## config.mk

```make
export PLATFORM = sky130hd
export DESIGN_NAME = switch_matrix_cfg
export DESIGN_NICKNAME = d
export VERILOG_FILES = /design/src/rtl/switch_matrix_pkg.sv /design/src/rtl/sm_port_mux.sv /design/src/rtl/switch_matrix_cfg.sv
export SDC_FILE = /design/constraint.sdc
export NUM_CORES = 1
export LEC_CHECK = 0
export CAP_MARGIN = 20
export CORE_ASPECT_RATIO = 1.4
export CORE_MARGIN = 4
export CORE_UTILIZATION = 55
export DETAILED_ROUTE_END_ITERATION = 7
export GPL_ROUTABILITY_DRIVEN = 0
export PLACE_DENSITY = 0.74
export SYNTH_ARGS = -nofsm -noshare
export SYNTH_HDL_FRONTEND = slang
export SYNTH_SLANG_ARGS = --single-unit
export TNS_END_PERCENT = 10
```

## constraint.sdc

```tcl
create_clock -name clk -period 3.5 [get_ports clk]
set_input_delay 0.35 -clock clk [delete_from_list [all_inputs] [get_ports clk]]
set_output_delay 0.35 -clock clk [all_outputs]
set_load 0.03 [all_outputs]
```

## src/rtl/switch_matrix_pkg.sv

```systemverilog
// Shared constants, FSM state type and width helpers for the switch matrix.
package switch_matrix_pkg;

   localparam logic [2:0] SIDE_OFF    = 3'd0;
   localparam logic [2:0] SIDE_TOP    = 3'd1;
   localparam logic [2:0] SIDE_RIGHT  = 3'd2;
   localparam logic [2:0] SIDE_BOTTOM = 3'd3;
   localparam logic [2:0] SIDE_LEFT   = 3'd4;

   typedef enum logic [1:0] {IDLE, SHIFT, COMMIT} cfg_state_t;

   function automatic int calc_selw(input int nh, input int nv);
      return $clog2((nh > nv) ? nh : nv);
   endfunction

   function automatic int calc_cw(input int nh, input int nv);
      return calc_selw(nh, nv) + 3;
   endfunction

endpackage

```

## src/rtl/sm_port_mux.sv

```systemverilog
// Decodes one port's config word into a routed value and drive enable.
module sm_port_mux
   import switch_matrix_pkg::*;
#(
   parameter int NH   = 5,
   parameter int NV   = 4,
   parameter int SELW = 3,
   parameter int CW   = 6,
   parameter int PORT = 0
) (
   input  logic [CW-1:0] word,
   input  logic [NH-1:0] top_in,
   input  logic [NV-1:0] right_in,
   input  logic [NH-1:0] bottom_in,
   input  logic [NV-1:0] left_in,
   output logic          out,
   output logic          oe
);

   // This port's own side/index, used to reject a self-selection.
   localparam int SELF_SIDE = (PORT < NH) ? 1 : (PORT < NH+NV) ? 2 : (PORT < 2*NH+NV) ? 3 : 4;
   localparam int SELF_IDX  = (PORT < NH) ? PORT : (PORT < NH+NV) ? PORT-NH :
                              (PORT < 2*NH+NV) ? PORT-NH-NV : PORT-2*NH-NV;
   localparam int PW = 1 << SELW;

   logic [2:0]      code;
   logic [SELW-1:0] idx;
   logic [PW-1:0]   src;
   logic            in_range;
   logic            self_sel;

   always_comb begin
      code     = word[2:0];
      idx      = word[CW-1:3];
      src      = '0;
      in_range = 1'b0;
      case (code)
         SIDE_TOP:    begin src[NH-1:0] = top_in;    in_range = int'(idx) < NH; end
         SIDE_RIGHT:  begin src[NV-1:0] = right_in;  in_range = int'(idx) < NV; end
         SIDE_BOTTOM: begin src[NH-1:0] = bottom_in; in_range = int'(idx) < NH; end
         SIDE_LEFT:   begin src[NV-1:0] = left_in;   in_range = int'(idx) < NV; end
         default:     in_range = 1'b0;
      endcase
      self_sel = (int'(code) == SELF_SIDE) && (int'(idx) == SELF_IDX);
      oe       = in_range && !self_sel;
      out      = oe && src[idx];
   end

endmodule

```

## src/rtl/switch_matrix_cfg.sv

```systemverilog
// Serially configured crossbar: each edge port routes from any other pad input.
module switch_matrix_cfg
   import switch_matrix_pkg::*;
#(
   parameter int NH      = 5,
   parameter int NV      = 4,
   parameter int REG_OUT = 0
) (
   input  logic          clk,
   input  logic          rst_n,
   input  logic [NH-1:0] top_in,
   input  logic [NH-1:0] bottom_in,
   input  logic [NV-1:0] left_in,
   input  logic [NV-1:0] right_in,
   output logic [NH-1:0] top_out,
   output logic [NH-1:0] bottom_out,
   output logic [NV-1:0] left_out,
   output logic [NV-1:0] right_out,
   output logic [NH-1:0] top_oe,
   output logic [NH-1:0] bottom_oe,
   output logic [NV-1:0] left_oe,
   output logic [NV-1:0] right_oe,
   input  logic          cfg_start,
   input  logic          cfg_valid,
   input  logic          cfg_bit,
   input  logic          cfg_abort,
   output logic          cfg_busy,
   output logic          cfg_done
);

   localparam int SELW = calc_selw(NH, NV);
   localparam int CW   = calc_cw(NH, NV);
   localparam int NP   = 2*NH + 2*NV;
   localparam int L    = NP * CW;
   localparam int CNTW = $clog2(L + 1);

   cfg_state_t      state, state_nxt;
   logic [CNTW-1:0] cnt;
   logic [L-1:0]    shadow;
   logic [L-1:0]    active;
   logic            last_bit;
   logic [NP-1:0]   mux_out, mux_oe;
   logic [NP-1:0]   pin_out, pin_oe;

   assign last_bit = cfg_valid && (cnt == CNTW'(L-1));

   always_comb begin
      state_nxt = state;
      case (state)
         IDLE:    if (cfg_start) state_nxt = SHIFT;
         SHIFT:   if (cfg_abort) state_nxt = IDLE;
                  else if (last_bit) state_nxt = COMMIT;
         COMMIT:  state_nxt = IDLE;
         default: state_nxt = IDLE;
      endcase
   end

   always_ff @(posedge clk or negedge rst_n) begin
      if (!rst_n) state <= IDLE;
      else        state <= state_nxt;
   end

   // Shadow fills during SHIFT; active only moves on COMMIT so routing never glitches mid-load.
   always_ff @(posedge clk or negedge rst_n) begin
      if (!rst_n) begin
         cnt    <= '0;
         shadow <= '0;
         active <= '0;
      end else begin
         case (state)
            IDLE:   if (cfg_start) cnt <= '0;
            SHIFT:  if (!cfg_abort && cfg_valid) begin
                       shadow <= {shadow[L-2:0], cfg_bit};
                       cnt    <= cnt + 1'b1;
                    end
            COMMIT: active <= shadow;
            default: ;
         endcase
      end
   end

   assign cfg_busy = (state != IDLE);
   assign cfg_done = (state == COMMIT);

   for (genvar p = 0; p < NP; p++) begin : g_port
      sm_port_mux #(.NH(NH), .NV(NV), .SELW(SELW), .CW(CW), .PORT(p)) u_mux (
         .word      (active[p*CW +: CW]),
         .top_in    (top_in),
         .right_in  (right_in),
         .bottom_in (bottom_in),
         .left_in   (left_in),
         .out       (mux_out[p]),
         .oe        (mux_oe[p])
      );
   end

   if (REG_OUT != 0) begin : g_reg
      always_ff @(posedge clk or negedge rst_n) begin
         if (!rst_n) begin
            pin_out <= '0;
            pin_oe  <= '0;
         end else begin
            pin_out <= mux_out;
            pin_oe  <= mux_oe;
         end
      end
   end else begin : g_comb
      assign pin_out = mux_out;
      assign pin_oe  = mux_oe;
   end

   assign top_out    = pin_out[NH-1:0];
   assign right_out  = pin_out[NH +: NV];
   assign bottom_out = pin_out[NH+NV +: NH];
   assign left_out   = pin_out[2*NH+NV +: NV];
   assign top_oe     = pin_oe[NH-1:0];
   assign right_oe   = pin_oe[NH +: NV];
   assign bottom_oe  = pin_oe[NH+NV +: NH];
   assign left_oe    = pin_oe[2*NH+NV +: NV];

endmodule

```

Fig. 1: cell placement
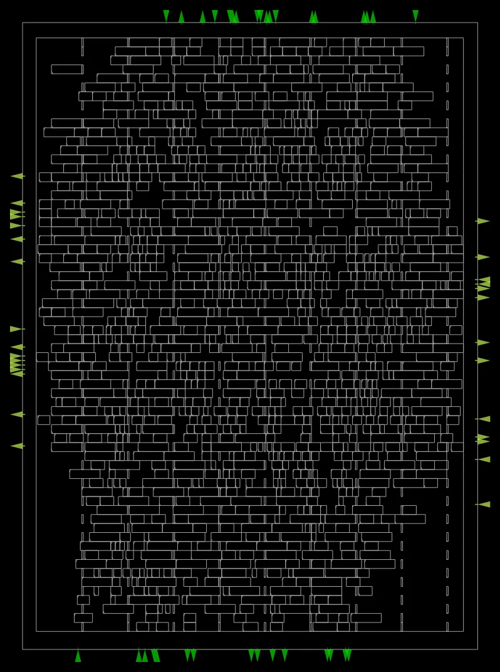
sequential cell area share: 39.1%
core area: 23200 sq um
final design utilization: 62.0%
final cell count without fillers: 1515

Fig. 2: sequential cells coloured by netlist name
The bar under the picture is 50 um long. Other sequential cells in the stronger grey, the rest of the logic in the fainter grey.
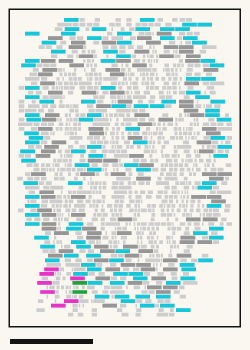
name in the netlist	colour	flops
shadow	cyan	108
state	green	2
cnt	magenta	7
not coloured	108

Fig. 3: met3 routing
The bar under the picture is 50 um long.
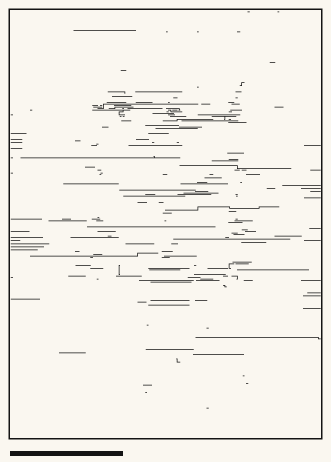
longest straight run	70.4 um
wire length on this layer	1740 um
nets with wire on the layer	113
main direction	horizontal
vias after detailed routing: 9543
WL final: 30000 um
GRT met3 Usage: 3.36%

==> impl_metrics.tcl <==
# metrics dict for downstream scripts
set metrics [dict create \
    period_minus_slack_ns 3.27 \
    grt_pass1_vias 9525 \
    cp-startpoint "active[61]" \
    finalSetupViolations 0 \
    crit_chain "nor2b_1 -> a21oi_1 -> o21bai_1 -> a21boi_0 -> nor3_1 -> clkdlybuf4s50_1" \
    busiest_layer "met2" \
    inv_count 33 \
    tapCellCount 306 \
    sw_frac_of_total_pct 23.4 \
    synth_top_area_share_pct 43.5 \
    rows 66 \
    setup_slack_ns 0.226 \
    relSlewSlack_pct 51.7 \
    total_power_mw 5.48 \
    dp_hpwl_um 20100 \
    lay_top_count "dfrtp_1" \
    worst_slew_pin_slew_ns 0.725 \
    top_cells_by_area "dfrtp_1 43%, mux2_2 19%, mux2i_1 3.6%" \
    ctsHoldBuffers 1 \
    largestRegisters "active (108), shadow (108), cnt (7)" \
    ys_sh_adder_pct 0.0966 \
    path_clk_slew_ns 0.06 \
    critPathMaxStageDelay_ns 0.75 \
    top_logic_kind "multiplexers" \
    cts_setup_buffers 0 \
    mostFrequentLayoutCells "225 x dfrtp_1, 222 x mux2_2, 58 x o21ai_0, 55 x nand2_1" \
    synth_top_cell_by_count "dfrtp_1" \
    drc_errors 0 \
    antenna_found_initial 0 \
    dr_wl_met2_um 15100 \
    ys_warn_count 0 \
    cts.sinks 225 \
    dr.pass1.iters 6 \
    timing.rr.start "state[1]" \
    synthMuxAreaShare_pct 24.8 \
    status "finished clean" \
    numCtsBuffers 23 \
    comb-cell-share_pct 45.1 \
    worstPathRequired_ns 3.15 \
    htree_num_levels 1 \
    reg2reg_to "shadow[18]" \
    ys_seq_share_pct 43.5 \
    critical_path_class "reg2out" \
    fp_util_pct 55.8 \
    worst-path-stages 6 \
    postPlaceCellArea_sq_um 13600 \
    dieWidth_um 138 \
    nNetsFinal 1219 \
    clock_latency_ns 0.52 \
    power_density_nw_per_um2 381 \
    synthFlopType "dfrtp_1" \
    met1_usage_pct 28.8 \
    fillers 1884 \
    slew_violations 0 \
    p_sw_mw 1.28 \
    yosys-top-cells-count "225 x dfrtp_1, 222 x mux2_2, 58 x o21ai_0, 57 x buf_2, 55 x nand2_1" \
    slowest_stage "clkdlybuf4s50_1" \
    vias_per_cell 6.30 \
    final_cell_area_sq_um 14400 \
    p_leak_nw 6.17 \
    grt_pass1_wl_um 48800 \
    endpoint_kind "output port" \
    log.warning_count 28 \
    yosys.area_share.aoi_pct 13.6 \
    ys_types 67 \
]
